**config.mk**
```make
export PLATFORM = sky130hd
export DESIGN_NAME = multicycle_control_unit
export DESIGN_NICKNAME = d
export VERILOG_FILES = /design/src/rtl/riscv_pkg.sv /design/src/rtl/inst_classifier.sv /design/src/rtl/multicycle_control_unit.sv
export SDC_FILE = /design/constraint.sdc
export NUM_CORES = 1
export LEC_CHECK = 0
export CAP_MARGIN = 5
export CELL_PAD_IN_SITES_DETAIL_PLACEMENT = 0
export CELL_PAD_IN_SITES_GLOBAL_PLACEMENT = 1
export CORE_ASPECT_RATIO = 0.75
export CORE_MARGIN = 1.5
export CORE_UTILIZATION = 35
export CTS_BUF_LIST = sky130_fd_sc_hd__clkbuf_4 sky130_fd_sc_hd__clkbuf_8
export DETAILED_ROUTE_END_ITERATION = 12
export DONT_BUFFER_PORTS = 1
export HOLD_SLACK_MARGIN = 0.1
export PLACE_DENSITY = 0.63
export SLEW_MARGIN = 20
export SYNTH_ARGS = -nofsm -noshare
export SYNTH_HDL_FRONTEND = slang
export SYNTH_SLANG_ARGS = --single-unit
```
**constraint.sdc**
```tcl
create_clock -name clk -period 4.1 [get_ports clk]
set_input_delay 0.82 -clock clk [delete_from_list [all_inputs] [get_ports clk]]
set_output_delay 0.82 -clock clk [all_outputs]
set_load 0.005 [all_outputs]
```
**src/rtl/riscv_pkg.sv**
```systemverilog
// Shared encodings for the multi-cycle RV32I(M) core: opcodes, mux selects,
// ALU op classes, PC sources, FSM states and the one-hot instruction class.
package riscv_pkg;

  localparam logic [6:0] INST_TYPE_R = 7'b0110011;
  localparam logic [6:0] INST_TYPE_I = 7'b0010011;
  localparam logic [6:0] INST_TYPE_L = 7'b0000011;
  localparam logic [6:0] INST_TYPE_S = 7'b0100011;
  localparam logic [6:0] INST_TYPE_B = 7'b1100011;
  localparam logic [6:0] INST_JAL    = 7'b1101111;
  localparam logic [6:0] INST_JALR   = 7'b1100111;
  localparam logic [6:0] INST_LUI    = 7'b0110111;
  localparam logic [6:0] INST_AUIPC  = 7'b0010111;

  localparam logic [6:0] FUNCT7_MULDIV = 7'b0000001;

  localparam logic [1:0] FROM_ALU = 2'd0;
  localparam logic [1:0] FROM_MEM = 2'd1;
  localparam logic [1:0] FROM_IMM = 2'd2;
  localparam logic [1:0] FROM_PC  = 2'd3;

  localparam logic [1:0] ALU_OP_ADD = 2'd0;
  localparam logic [1:0] ALU_OP_B   = 2'd1;
  localparam logic [1:0] ALU_OP_R   = 2'd2;
  localparam logic [1:0] ALU_OP_I   = 2'd3;

  localparam logic [1:0] PC_SRC_PC4    = 2'd0;
  localparam logic [1:0] PC_SRC_BRANCH = 2'd1;
  localparam logic [1:0] PC_SRC_JUMP   = 2'd2;
  localparam logic [1:0] PC_SRC_JUMPR  = 2'd3;

  typedef enum logic [2:0] {
    ST_FETCH  = 3'd0,
    ST_DECODE = 3'd1,
    ST_EXEC   = 3'd2,
    ST_MEM    = 3'd3,
    ST_WB     = 3'd4,
    ST_MULDIV = 3'd5,
    ST_TRAP   = 3'd6
  } state_e;

  // Bit positions inside the one-hot instruction class vector.
  localparam int CLS_R       = 0;
  localparam int CLS_I       = 1;
  localparam int CLS_L       = 2;
  localparam int CLS_S       = 3;
  localparam int CLS_B       = 4;
  localparam int CLS_JAL     = 5;
  localparam int CLS_JALR    = 6;
  localparam int CLS_LUI     = 7;
  localparam int CLS_AUIPC   = 8;
  localparam int CLS_M       = 9;
  localparam int CLS_ILLEGAL = 10;
  localparam int CLS_NUM     = 11;

  typedef logic [CLS_NUM-1:0] inst_class_t;

endpackage

```
**src/rtl/inst_classifier.sv**
```systemverilog
// Combinational opcode/funct7 classifier producing a one-hot instruction class.
// M-extension encodings fold into ILLEGAL when the core is built without M.
module inst_classifier
  import riscv_pkg::*;
#(
  parameter bit ENABLE_M = 1'b1
) (
  input  logic [6:0]  opcode,
  input  logic [6:0]  funct7,
  output inst_class_t inst_class
);

  localparam int M_SLOT = ENABLE_M ? CLS_M : CLS_ILLEGAL;

  always_comb begin
    inst_class = '0;
    case (opcode)
      INST_TYPE_R: begin
        if (funct7 == FUNCT7_MULDIV) inst_class[M_SLOT] = 1'b1;
        else                         inst_class[CLS_R]  = 1'b1;
      end
      INST_TYPE_I: inst_class[CLS_I]       = 1'b1;
      INST_TYPE_L: inst_class[CLS_L]       = 1'b1;
      INST_TYPE_S: inst_class[CLS_S]       = 1'b1;
      INST_TYPE_B: inst_class[CLS_B]       = 1'b1;
      INST_JAL:    inst_class[CLS_JAL]     = 1'b1;
      INST_JALR:   inst_class[CLS_JALR]    = 1'b1;
      INST_LUI:    inst_class[CLS_LUI]     = 1'b1;
      INST_AUIPC:  inst_class[CLS_AUIPC]   = 1'b1;
      default:     inst_class[CLS_ILLEGAL] = 1'b1;
    endcase
  end

endmodule

```
**src/rtl/multicycle_control_unit.sv**
```systemverilog
// Multi-cycle sequencer: FETCH/DECODE/EXEC/MEM/WB/MULDIV/TRAP driving datapath
// selects and enables; memory waits stretch FETCH/MEM one cycle per idle ready.
module multicycle_control_unit
  import riscv_pkg::*;
#(
  parameter int MUL_CYCLES = 4,
  parameter bit ENABLE_M   = 1'b1
) (
  input  logic       clk,
  input  logic       rst,
  input  logic [6:0] opcode,
  input  logic [6:0] funct7,
  input  logic       branch_taken,
  input  logic       mem_ready,
  output logic       mem_req,
  output logic       mem_we,
  output logic       ir_write,
  output logic       pc_write,
  output logic [1:0] pc_src,
  output logic       alu_src1,
  output logic       alu_src2,
  output logic [1:0] alu_op,
  output logic       mul_start,
  output logic       reg_write,
  output logic [1:0] reg_src,
  output logic       illegal_inst,
  output logic [2:0] state
);

  localparam int              CNT_W    = $clog2(MUL_CYCLES + 1);
  localparam logic [CNT_W-1:0] CNT_LOAD = CNT_W'(MUL_CYCLES - 1);
  localparam logic [CNT_W-1:0] CNT_ONE  = CNT_W'(1);

  state_e           state_q, state_d;
  logic [CNT_W-1:0] cnt_q, cnt_d;
  logic             illegal_q, illegal_d;
  inst_class_t      cls;

  inst_classifier #(
    .ENABLE_M (ENABLE_M)
  ) u_classifier (
    .opcode     (opcode),
    .funct7     (funct7),
    .inst_class (cls)
  );

  always_comb begin
    state_d   = state_q;
    cnt_d     = cnt_q;
    illegal_d = illegal_q;
    case (state_q)
      ST_FETCH: begin
        if (mem_ready) state_d = ST_DECODE;
      end
      ST_DECODE: begin
        if (cls[CLS_ILLEGAL]) begin
          state_d   = ST_TRAP;
          illegal_d = 1'b1;
        end else if (cls[CLS_M]) begin
          state_d = ST_MULDIV;
          cnt_d   = CNT_LOAD;
        end else begin
          state_d = ST_EXEC;
        end
      end
      ST_EXEC: begin
        if (cls[CLS_B])                   state_d = ST_FETCH;
        else if (cls[CLS_L] || cls[CLS_S]) state_d = ST_MEM;
        else                              state_d = ST_WB;
      end
      ST_MEM: begin
        if (mem_ready) state_d = cls[CLS_S] ? ST_FETCH : ST_WB;
      end
      ST_MULDIV: begin
        if (cnt_q == '0) state_d = ST_WB;
        else             cnt_d   = cnt_q - CNT_ONE;
      end
      ST_WB:   state_d = ST_FETCH;
      ST_TRAP: state_d = ST_TRAP;
      default: begin
        state_d   = ST_TRAP;
        illegal_d = 1'b1;
      end
    endcase
  end

  always_ff @(posedge clk or posedge rst) begin
    if (rst) begin
      state_q   <= ST_FETCH;
      cnt_q     <= '0;
      illegal_q <= 1'b0;
    end else begin
      state_q   <= state_d;
      cnt_q     <= cnt_d;
      illegal_q <= illegal_d;
    end
  end

  // Gating on rst makes every request/enable fall the instant reset rises,
  // so an interrupted access never completes a PC or register update.
  always_comb begin
    mem_req   = 1'b0;
    mem_we    = 1'b0;
    ir_write  = 1'b0;
    pc_write  = 1'b0;
    pc_src    = PC_SRC_PC4;
    alu_src1  = 1'b0;
    alu_src2  = 1'b0;
    alu_op    = ALU_OP_ADD;
    mul_start = 1'b0;
    reg_write = 1'b0;
    reg_src   = FROM_ALU;
    if (!rst) begin
      case (state_q)
        ST_FETCH: begin
          mem_req  = 1'b1;
          ir_write = mem_ready;
        end
        ST_DECODE: begin
          mul_start = cls[CLS_M];
        end
        ST_EXEC: begin
          // Branches use the ALU for the rs1/rs2 compare; the target adder is separate.
          alu_src1 = cls[CLS_AUIPC] | cls[CLS_JAL];
          alu_src2 = cls[CLS_I] | cls[CLS_L] | cls[CLS_S] | cls[CLS_AUIPC]
                   | cls[CLS_JAL] | cls[CLS_JALR] | cls[CLS_LUI];
          if (cls[CLS_R])      alu_op = ALU_OP_R;
          else if (cls[CLS_I]) alu_op = ALU_OP_I;
          else if (cls[CLS_B]) alu_op = ALU_OP_B;
          if (cls[CLS_B]) begin
            pc_write = 1'b1;
            pc_src   = branch_taken ? PC_SRC_BRANCH : PC_SRC_PC4;
          end
        end
        ST_MEM: begin
          mem_req  = 1'b1;
          mem_we   = cls[CLS_S];
          pc_write = mem_ready & cls[CLS_S];
        end
        ST_MULDIV: begin
          alu_op = ALU_OP_R;
        end
        ST_WB: begin
          reg_write = 1'b1;
          pc_write  = 1'b1;
          if (cls[CLS_L])                       reg_src = FROM_MEM;
          else if (cls[CLS_LUI])                reg_src = FROM_IMM;
          else if (cls[CLS_JAL] || cls[CLS_JALR]) reg_src = FROM_PC;
          if (cls[CLS_JAL])       pc_src = PC_SRC_JUMP;
          else if (cls[CLS_JALR]) pc_src = PC_SRC_JUMPR;
        end
        default: ;
      endcase
    end
  end

  assign illegal_inst = illegal_q;
  assign state        = state_q;

endmodule
```
==> metrics.yaml <==
job:
  maxCapViolations: 0
  openroad.warnings: 27
global_routing:
  busiest_layer: "met2"
  grt_overflow: 0
  met1_usage: 0.254
  grt_pass1_vias: 733
  grt_start_max_net_pins: 20
  grt_pass1_wl_um: 3440
  use_met2: 0.255
  use_met3: 0.0731
  track_usage: 0.176
  antenna_found_initial: 0
setup_path:
  crit_path_max_incr_delay_ns: 0.36
  crit_arrival_ns: 2.07
  slowest_stage: "or3_4"
  worstSetupEndpointType: "output pin"
  crit_type: "in -> out"
  cp_top_family: "simple AND/OR/NAND/NOR gates"
  ff2ff_setup_slack_ns: 2.39
  worst-path-max-fanout: 11
  worstPathRequired_ns: 3.28
  r2r_cells: 4
  r2r-end: "state[2]"
  path_cells: "nand4bb_1 > buf_4 > or3_4 > or3_1 > a21oi_1"
  reg2reg_from: "state[0]"
  worst-path-buf-inv: 1
  cp-startpoint: "opcode[2]"
  worstSetupEndpoint: "pc_write"
final_layout:
  clkbuf_count: 4
  layout_top_cells: "8 x nor2_1, 7 x dfrtp_1, 6 x inv_1, 6 x nand2_1, 6 x nor3_1"
  layout_top_cell: "nor2_1"
  flop-count: 7
  num-nonclk-inverters: 7
  drive_above_1_share: 0.110
  seq_area_sq_um: 175
  logic_gates: 81
  stdcell_area_sq_um: 825
  final_nets: 121
  logic_area_sq_um: 556
  antenna_cells: 0
  utilization: 0.396
  clock_area_frac: 0.0364
  layout.cells.non_filler: 124
  n_all_buffers: 1
  fill_cells: 230
  syn_to_final_growth_pct: 3.29
  seq_area_frac: 0.212
  final-nonclk-buf-share: 0.00910
  sh_comb_area: 0.674
  largest_cell_class: "logic gates"
power:
  p_clk_frac: 0.169
  pwr-share-seq: 0.398
  intPower_mw: 0.234
  top_power_group: "combinational cells"
  power_density_nw_per_um2: 524
  powerComb_mw: 0.187
  power_mw: 0.432
  combPwrFrac: 0.433
  irDropWorstVdd_mv: 0.141
  seq_power_mw: 0.172
  switchingPower_mw: 0.198
  switching_share: 0.459
  pg_clk_mw: 0.0729
  p_leak_nw: 0.292
sta:
  setup_tns_ns: 0
  fin_skew_ns: 0.00922
  rsz0062_at_grt: "false"
  finalCriticalPeriod_ns: 2.89
  setup_ws_ns: 1.21
  max-slew-margin-rel: 0.567
  finalHoldViolations: 0
  post-route-period-util: 0.704
  tightestPinTransition_ns: 0.649
  hold_ws_ns: 0.405
  report.final.slew_viol_count: 0
  fmax_mhz: 347
synthesis:
  synth.most_common_cell: "nor2_1"
  synth.ff_latch_count: 7
  ys_sh_adder: 0.0313
  seq_area_frac_synth: 0.219
  synthesis.instances: 104
  ys_async_sr_fraction: 1.00
  logic_family: "simple AND/OR/NAND/NOR gates"
  yosysChipArea_sq_um: 798
  syn_area_per_cell_sq_um: 7.68
  synthTopCellsByCount: "8 x nor2_1, 7 x dfrtp_1"
  syn-cell-area_sq_um: 798
  synth-cells-yosys: 104
  synth_cell_types: 50
  synth-main-ff-cell: "dfrtp_1"
  ys_warn_count: 0
  yosysTopAreaCellShare: 0.219
  edf_count: 0
  synthMuxAreaShare: 0.0125
  synthTopCellsByArea: "dfrtp_1 22%, buf_2 3.8%, nor3_1 3.8%"
  xor_share: 0.0110
  simple_gate_area_frac: 0.368
floorplan:
  rows: 14
  dieArea_sq_um: 2580
  die_x_um: 58.1
  taps: 24
  pin_count: 36
  core_area_sq_um: 2080
  die_h_um: 44.4
  fp_util: 0.383
min_path:
  hp-class: "in -> async"
cts:
  clock_latency_ns: 0.26
  ctsResizeCount: 0
  cts_tree: "yes"
  cts.repair_timing.setup_buffer_count: 0
  clk_pin_slew_worst_paths_ns: 0.06
  cts-root-buf: "clkbuf_4"
  numCtsBuffers: 3
  holdBufCountCts: 0
  cts.path.max_buffers: 2
  numClockSinks: 7
  htreeDepth: 1
detailed_routing:
  ant_nets: 0
  viasPerCell: 6.38
  drt_first_pass_iters: 10
  wl_met3_um: 161
  finalWirelength_um: 2070
  vias: 791
  routedWlPerCell_um: 16.7
  drc_errors: 2
  route.met2.wl_um: 836
place:
  portBuffers: 0
  place_congestion: 0.804
  dp_hpwl_um: 1580
  dp_cells: 120
  pre_cts_slack_ns: 1.20
  place_area_sq_um: 795
run_status:
  violations: "DRC"
  run_status: "finished with violations"
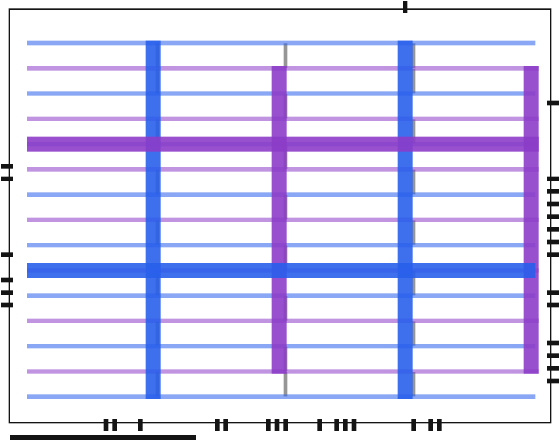
power_grid.png
Scale bar: 20 um. Pins as bars on the die edge. Tap cells in grey.
Key: purple = VDD; blue = VSS
15 met1 rails follow the rows. The core has 14 rows. 2 straps on met5. 36 signal pins sit on the boundary.

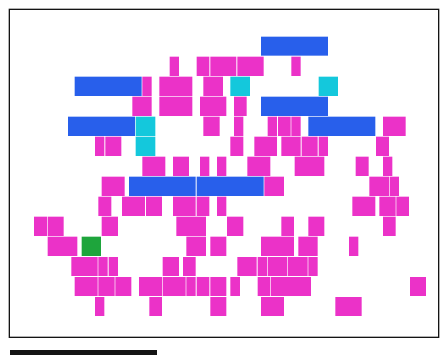
placement_by_type.png
Scale bar: 20 um.
Key: magenta = combinational and other logic [cells 88, share of their area 73%]; blue = sequential cells [cells 7, share of their area 22%]; green = remaining buffers and delay cells [cells 1, share of their area 0.95%]; cyan = clock drivers and dummy loads [cells 4, share of their area 3.8%]

Power figures rest on the tool's default switching activity, not on a simulated workload.
